**config.mk**
```make
export PLATFORM = sky130hd
export DESIGN_NAME = servo_pwm_gen
export DESIGN_NICKNAME = d
export VERILOG_FILES = /design/src/rtl/servo_pwm_pkg.sv /design/src/rtl/servo_pwm_gen_prescaler.sv /design/src/rtl/servo_pwm_gen.sv
export SDC_FILE = /design/constraint.sdc
export NUM_CORES = 1
export LEC_CHECK = 0
export CORE_AREA = 4 4 115 117
export CTS_CLUSTER_DIAMETER = 40
export DETAILED_ROUTE_END_ITERATION = 16
export DIE_AREA = 0 0 119 121
export HOLD_SLACK_MARGIN = 0.05
export SETUP_SLACK_MARGIN = 0.02
export SLEW_MARGIN = 20
export SYNTH_ARGS = -nofsm -noshare
export SYNTH_HDL_FRONTEND = slang
export SYNTH_SLANG_ARGS = --single-unit
```
**constraint.sdc**
```tcl
create_clock -name clk -period 3.2 [get_ports clk]
set_input_delay 0.64 -clock clk [delete_from_list [all_inputs] [get_ports clk]]
set_output_delay 0.64 -clock clk [all_outputs]
set_load 0.03 [all_outputs]
```
**src/rtl/servo_pwm_pkg.sv**
```systemverilog
// Shared definitions for the servo PWM generator.
//   state_e        : operating state of the output FSM (IDLE / RUN)
//   DEF_*          : default parameter values (50 MHz clk, 1 us tick, 20 ms period)
//   clamp_pw       : saturate a requested pulse width to [lo, hi]
//   pw_out_of_range: flag a request that clamp_pw would alter
package servo_pwm_pkg;

  typedef enum logic {
    IDLE = 1'b0,
    RUN  = 1'b1
  } state_e;

  localparam int unsigned DEF_WIDTH        = 16;
  localparam int unsigned DEF_PRESCALE     = 50;
  localparam int unsigned DEF_PERIOD_TICKS = 20000;
  localparam int unsigned DEF_MIN_PW       = 1000;
  localparam int unsigned DEF_MAX_PW       = 2000;

  // Saturate x to [lo, hi]; operands are zero-extended widths up to 32 bits.
  function automatic logic [31:0] clamp_pw(input logic [31:0] x,
                                           input logic [31:0] lo,
                                           input logic [31:0] hi);
    logic [31:0] r;
    r = x;
    if (x < lo) begin
      r = lo;
    end else if (x > hi) begin
      r = hi;
    end
    return r;
  endfunction

  // True when clamp_pw(x, lo, hi) != x.
  function automatic logic pw_out_of_range(input logic [31:0] x,
                                           input logic [31:0] lo,
                                           input logic [31:0] hi);
    return (x < lo) || (x > hi);
  endfunction

endpackage : servo_pwm_pkg

```
**src/rtl/servo_pwm_gen_prescaler.sv**
```systemverilog
// Clock prescaler: divides clk down to a one-clk tick every PRESCALE cycles.
// Ports:
//   clk   in  system clock
//   rst_n in  synchronous reset, active-low (tick_cnt -> 0)
//   tick  out high in the last clk of each PRESCALE-cycle window
//             (decoded from the counter register, so it is glitch-free and
//             aligned with the counter; no extra flop is added)
module pwm_prescaler #(
  parameter int unsigned PRESCALE = servo_pwm_pkg::DEF_PRESCALE
) (
  input  logic clk,
  input  logic rst_n,
  output logic tick
);

  localparam int unsigned CNT_W = (PRESCALE > 1) ? $clog2(PRESCALE) : 1;
  localparam logic [CNT_W-1:0] CNT_LAST = CNT_W'(PRESCALE - 1);

  logic [CNT_W-1:0] tick_cnt;

  // Free-running modulo-PRESCALE counter.
  always_ff @(posedge clk) begin
    if (!rst_n) begin
      tick_cnt <= '0;
    end else if (tick_cnt == CNT_LAST) begin
      tick_cnt <= '0;
    end else begin
      tick_cnt <= tick_cnt + CNT_W'(1);
    end
  end

  assign tick = (tick_cnt == CNT_LAST);

endmodule : pwm_prescaler

```
**src/rtl/servo_pwm_gen.sv**
```systemverilog
// Servo PWM generator: turns pulse-width words (in ticks) into a servo PWM
// waveform. Words arrive through a valid/ready handshake into a one-entry
// shadow register, are clamped to [MIN_PW, MAX_PW] on acceptance, and are
// copied to the active width only at period boundaries so a pulse is never
// cut short or stretched.
// Ports:
//   clk          in   system clock, rising edge
//   rst_n        in   synchronous reset, active-low
//   en           in   run request, acted on at period boundaries only
//   pw_in        in   requested pulse width in ticks
//   pw_valid     in   pw_in valid this cycle
//   pw_ready     out  shadow register empty (transfer on pw_valid && pw_ready)
//   pwm_out      out  servo PWM output (registered)
//   period_start out  one-clk pulse in the cycle the period counter becomes 0
//   clamped      out  sticky: some accepted pw_in was out of range
module servo_pwm_gen
  import servo_pwm_pkg::*;
#(
  parameter int unsigned WIDTH        = DEF_WIDTH,
  parameter int unsigned PRESCALE     = DEF_PRESCALE,
  parameter int unsigned PERIOD_TICKS = DEF_PERIOD_TICKS,
  parameter int unsigned MIN_PW       = DEF_MIN_PW,
  parameter int unsigned MAX_PW       = DEF_MAX_PW
) (
  input  logic             clk,
  input  logic             rst_n,
  input  logic             en,
  input  logic [WIDTH-1:0] pw_in,
  input  logic             pw_valid,
  output logic             pw_ready,
  output logic             pwm_out,
  output logic             period_start,
  output logic             clamped
);

  localparam logic [WIDTH-1:0] PERIOD_LAST = WIDTH'(PERIOD_TICKS - 1);
  localparam logic [WIDTH-1:0] MIN_W       = WIDTH'(MIN_PW);

  logic             tick;
  logic             boundary;
  logic             accept;
  logic [WIDTH-1:0] period_cnt;
  logic [WIDTH-1:0] shadow;
  logic [WIDTH-1:0] active_pw;
  logic [WIDTH-1:0] pw_sat;
  logic             pw_oor;
  state_e           state_q;
  state_e           state_d;
  logic             pwm_d;

  // Tick generator.
  pwm_prescaler #(
    .PRESCALE(PRESCALE)
  ) u_prescaler (
    .clk  (clk),
    .rst_n(rst_n),
    .tick (tick)
  );

  assign boundary = tick && (period_cnt == PERIOD_LAST);
  assign accept   = pw_valid && pw_ready;

  // Saturated request and its out-of-range flag.
  assign pw_sat = WIDTH'(clamp_pw(32'(pw_in), 32'(MIN_PW), 32'(MAX_PW)));
  assign pw_oor = pw_out_of_range(32'(pw_in), 32'(MIN_PW), 32'(MAX_PW));

  // Period counter: advances per tick, wraps at PERIOD_TICKS-1.
  always_ff @(posedge clk) begin
    if (!rst_n) begin
      period_cnt <= '0;
    end else if (tick) begin
      if (period_cnt == PERIOD_LAST) begin
        period_cnt <= '0;
      end else begin
        period_cnt <= period_cnt + WIDTH'(1);
      end
    end
  end

  // period_start marks the first clk of each period.
  always_ff @(posedge clk) begin
    if (!rst_n) begin
      period_start <= 1'b0;
    end else begin
      period_start <= boundary;
    end
  end

  // Shadow register. pw_ready doubles as the "shadow empty" flag. Accept and
  // consume are mutually exclusive: accept needs an empty shadow, the
  // boundary only consumes a full one.
  always_ff @(posedge clk) begin
    if (!rst_n) begin
      shadow    <= MIN_W;
      pw_ready  <= 1'b1;
      active_pw <= MIN_W;
    end else if (accept) begin
      shadow   <= pw_sat;
      pw_ready <= 1'b0;
    end else if (boundary && !pw_ready) begin
      active_pw <= shadow;
      pw_ready  <= 1'b1;
    end
  end

  // Sticky clamp indicator.
  always_ff @(posedge clk) begin
    if (!rst_n) begin
      clamped <= 1'b0;
    end else if (accept && pw_oor) begin
      clamped <= 1'b1;
    end
  end

  // FSM state register and output register.
  always_ff @(posedge clk) begin
    if (!rst_n) begin
      state_q <= IDLE;
      pwm_out <= 1'b0;
    end else begin
      state_q <= state_d;
      pwm_out <= pwm_d;
    end
  end

  // Next state (boundary only, so a pulse in flight always completes) and
  // next PWM level.
  always_comb begin
    state_d = state_q;
    pwm_d   = 1'b0;
    case (state_q)
      IDLE: begin
        if (boundary && en) begin
          state_d = RUN;
        end
      end
      RUN: begin
        pwm_d = (period_cnt < active_pw);
        if (boundary && !en) begin
          state_d = IDLE;
        end
      end
      default: begin
        state_d = IDLE;
      end
    endcase
  end

endmodule : servo_pwm_gen
```
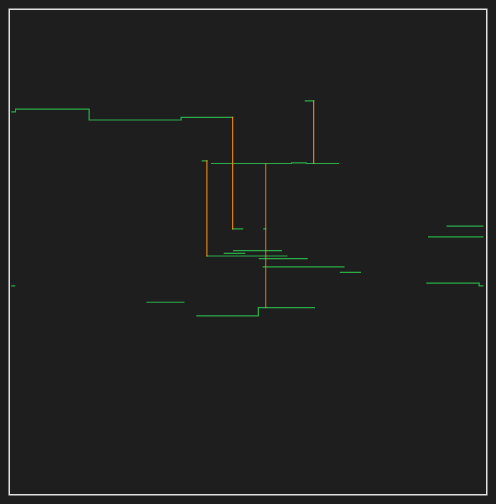
*Wiring by layer*
(4 px per micron) Only two layers are drawn.
legend:
  green:
    layer: metal 3
    wire_length: 250 microns
  orange:
    layer: metal 4
    wire_length: 103 microns
Total GRT Usage: 0.0957
DR vias: 2,486
post-DR wirelength/cell: 12.4 microns
Post-Route WL: 6690 microns

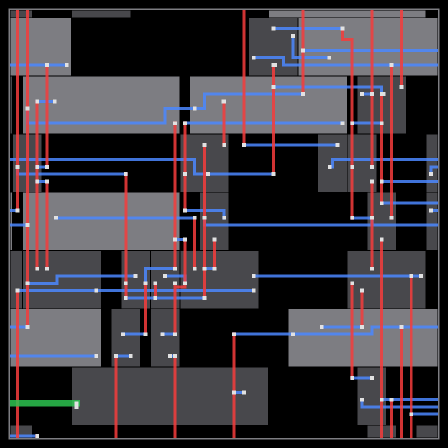
*Zoomed window*
Region (79, 81) to (99, 101) microns. Cells in grey, sequential cells in the stronger grey; small squares are vias.
legend:
  red:
    layer: metal 2
  blue:
    layer: metal 1
  green:
    layer: metal 3
sequential cells in the window: 6
most frequent: nand2_1 (7), dfxtp_1 (6)
cells with their middle in the window: 23
netlist names of flops here include: `active_pw` (4), `shadow` (2)

==> flow_summary.ini <==
; physical design summary
[synthesis]
top_cell = dfxtp_1
fa_ha_area_frac = 0.0792
edf_count = 0
yosys-top-cells-area = dfxtp_1 40%, ha_1 7.6%, mux2i_1 5.7%
syn_area_per_cell_sq_um = 8.79
synth_area_sq_um = 2970
yosys_cells = 338
synth.yosys.seq_area_share = 0.397
yosysTopAreaCellShare = 0.397
synth.logic.top_family = simple AND/OR/NAND/NOR gates
xor_area_frac = 0.0442
synth-async-reset-ratio = 0
aoi_share = 0.111

[cells_and_area]
num_antenna_cells = 0
fillers = 1290
syn_to_final_growth_pct = 24.1
combAreaFraction = 0.442
seq_share = 0.320
fin_area_sq_um = 3690
comb_cells = 243
final_util = 0.298
seq_area_sq_um = 1180
logic_area_sq_um = 1630
layout_top_cell = dfxtp_1
signal_buffers = 26
layout-drive-gt1-share = 0.0628
flop-count = 59

[setup_path]
startpoint = u_prescaler.tick_cnt[0]
path_depth = 5
path_buffers = 0
critical_path_class = register to register
crit_arrival_ns = 2.44
max_stage_delay_ns = 0.51
reg2reg_from = u_prescaler.tick_cnt[0]
setup.worst_path.start_class = register
crit_slowest_cell = nor3_1
end_kind = register
r2r_end = period_cnt[15]

[sta]
tightest_slew_ns = 0.762

[pwr]
pg_seq_mw = 0.752
combPwrFrac = 0.048
netSwitchingPower_mw = 0.411
sequentialPowerShare = 0.400
swShare = 0.218
p_per_area_nw_per_um2 = 510
p_comb_mw = 0.0906
intPower_mw = 1.47

[detailed_routing]
drtIter0Drc = 170
via_per_inst = 4.62
drt_pre_antenna_iters = 4
drcViolationCount = 0
met3_length_microns = 250
wl_met1_microns = 3150
antenna_left = 0

[global_route]
grt_pass1_vias = 2398
grt_pass1_wl_microns = 11200
gr-total-overflow = 0
met1_usage = 0.118
grt_max_degree = 41

[clock_tree]
cts_sinks = 59
hold_buffers = 0
cts_tree = built
cts_buffers = 9
cts.reportedPaths.clkPinSlew_ns = 0.06
clk_latency_ns = 0.33

[floorplanning]
num_io_pins = 24
fp.dieH_microns = 121
taps = 172
chipArea_sq_um = 14400

[run]
drv_cap = 0
tool_warnings = 27

[placement]
placed_cells = 522
place_hpwl_microns = 4910
place.gp.congestion = 0.747
pre_cts_slack_ns = 0.846

[worst_hold_path]
hold_class = register to register
whs_path_depth = 2

[run_status]
status = finished, final reports clean
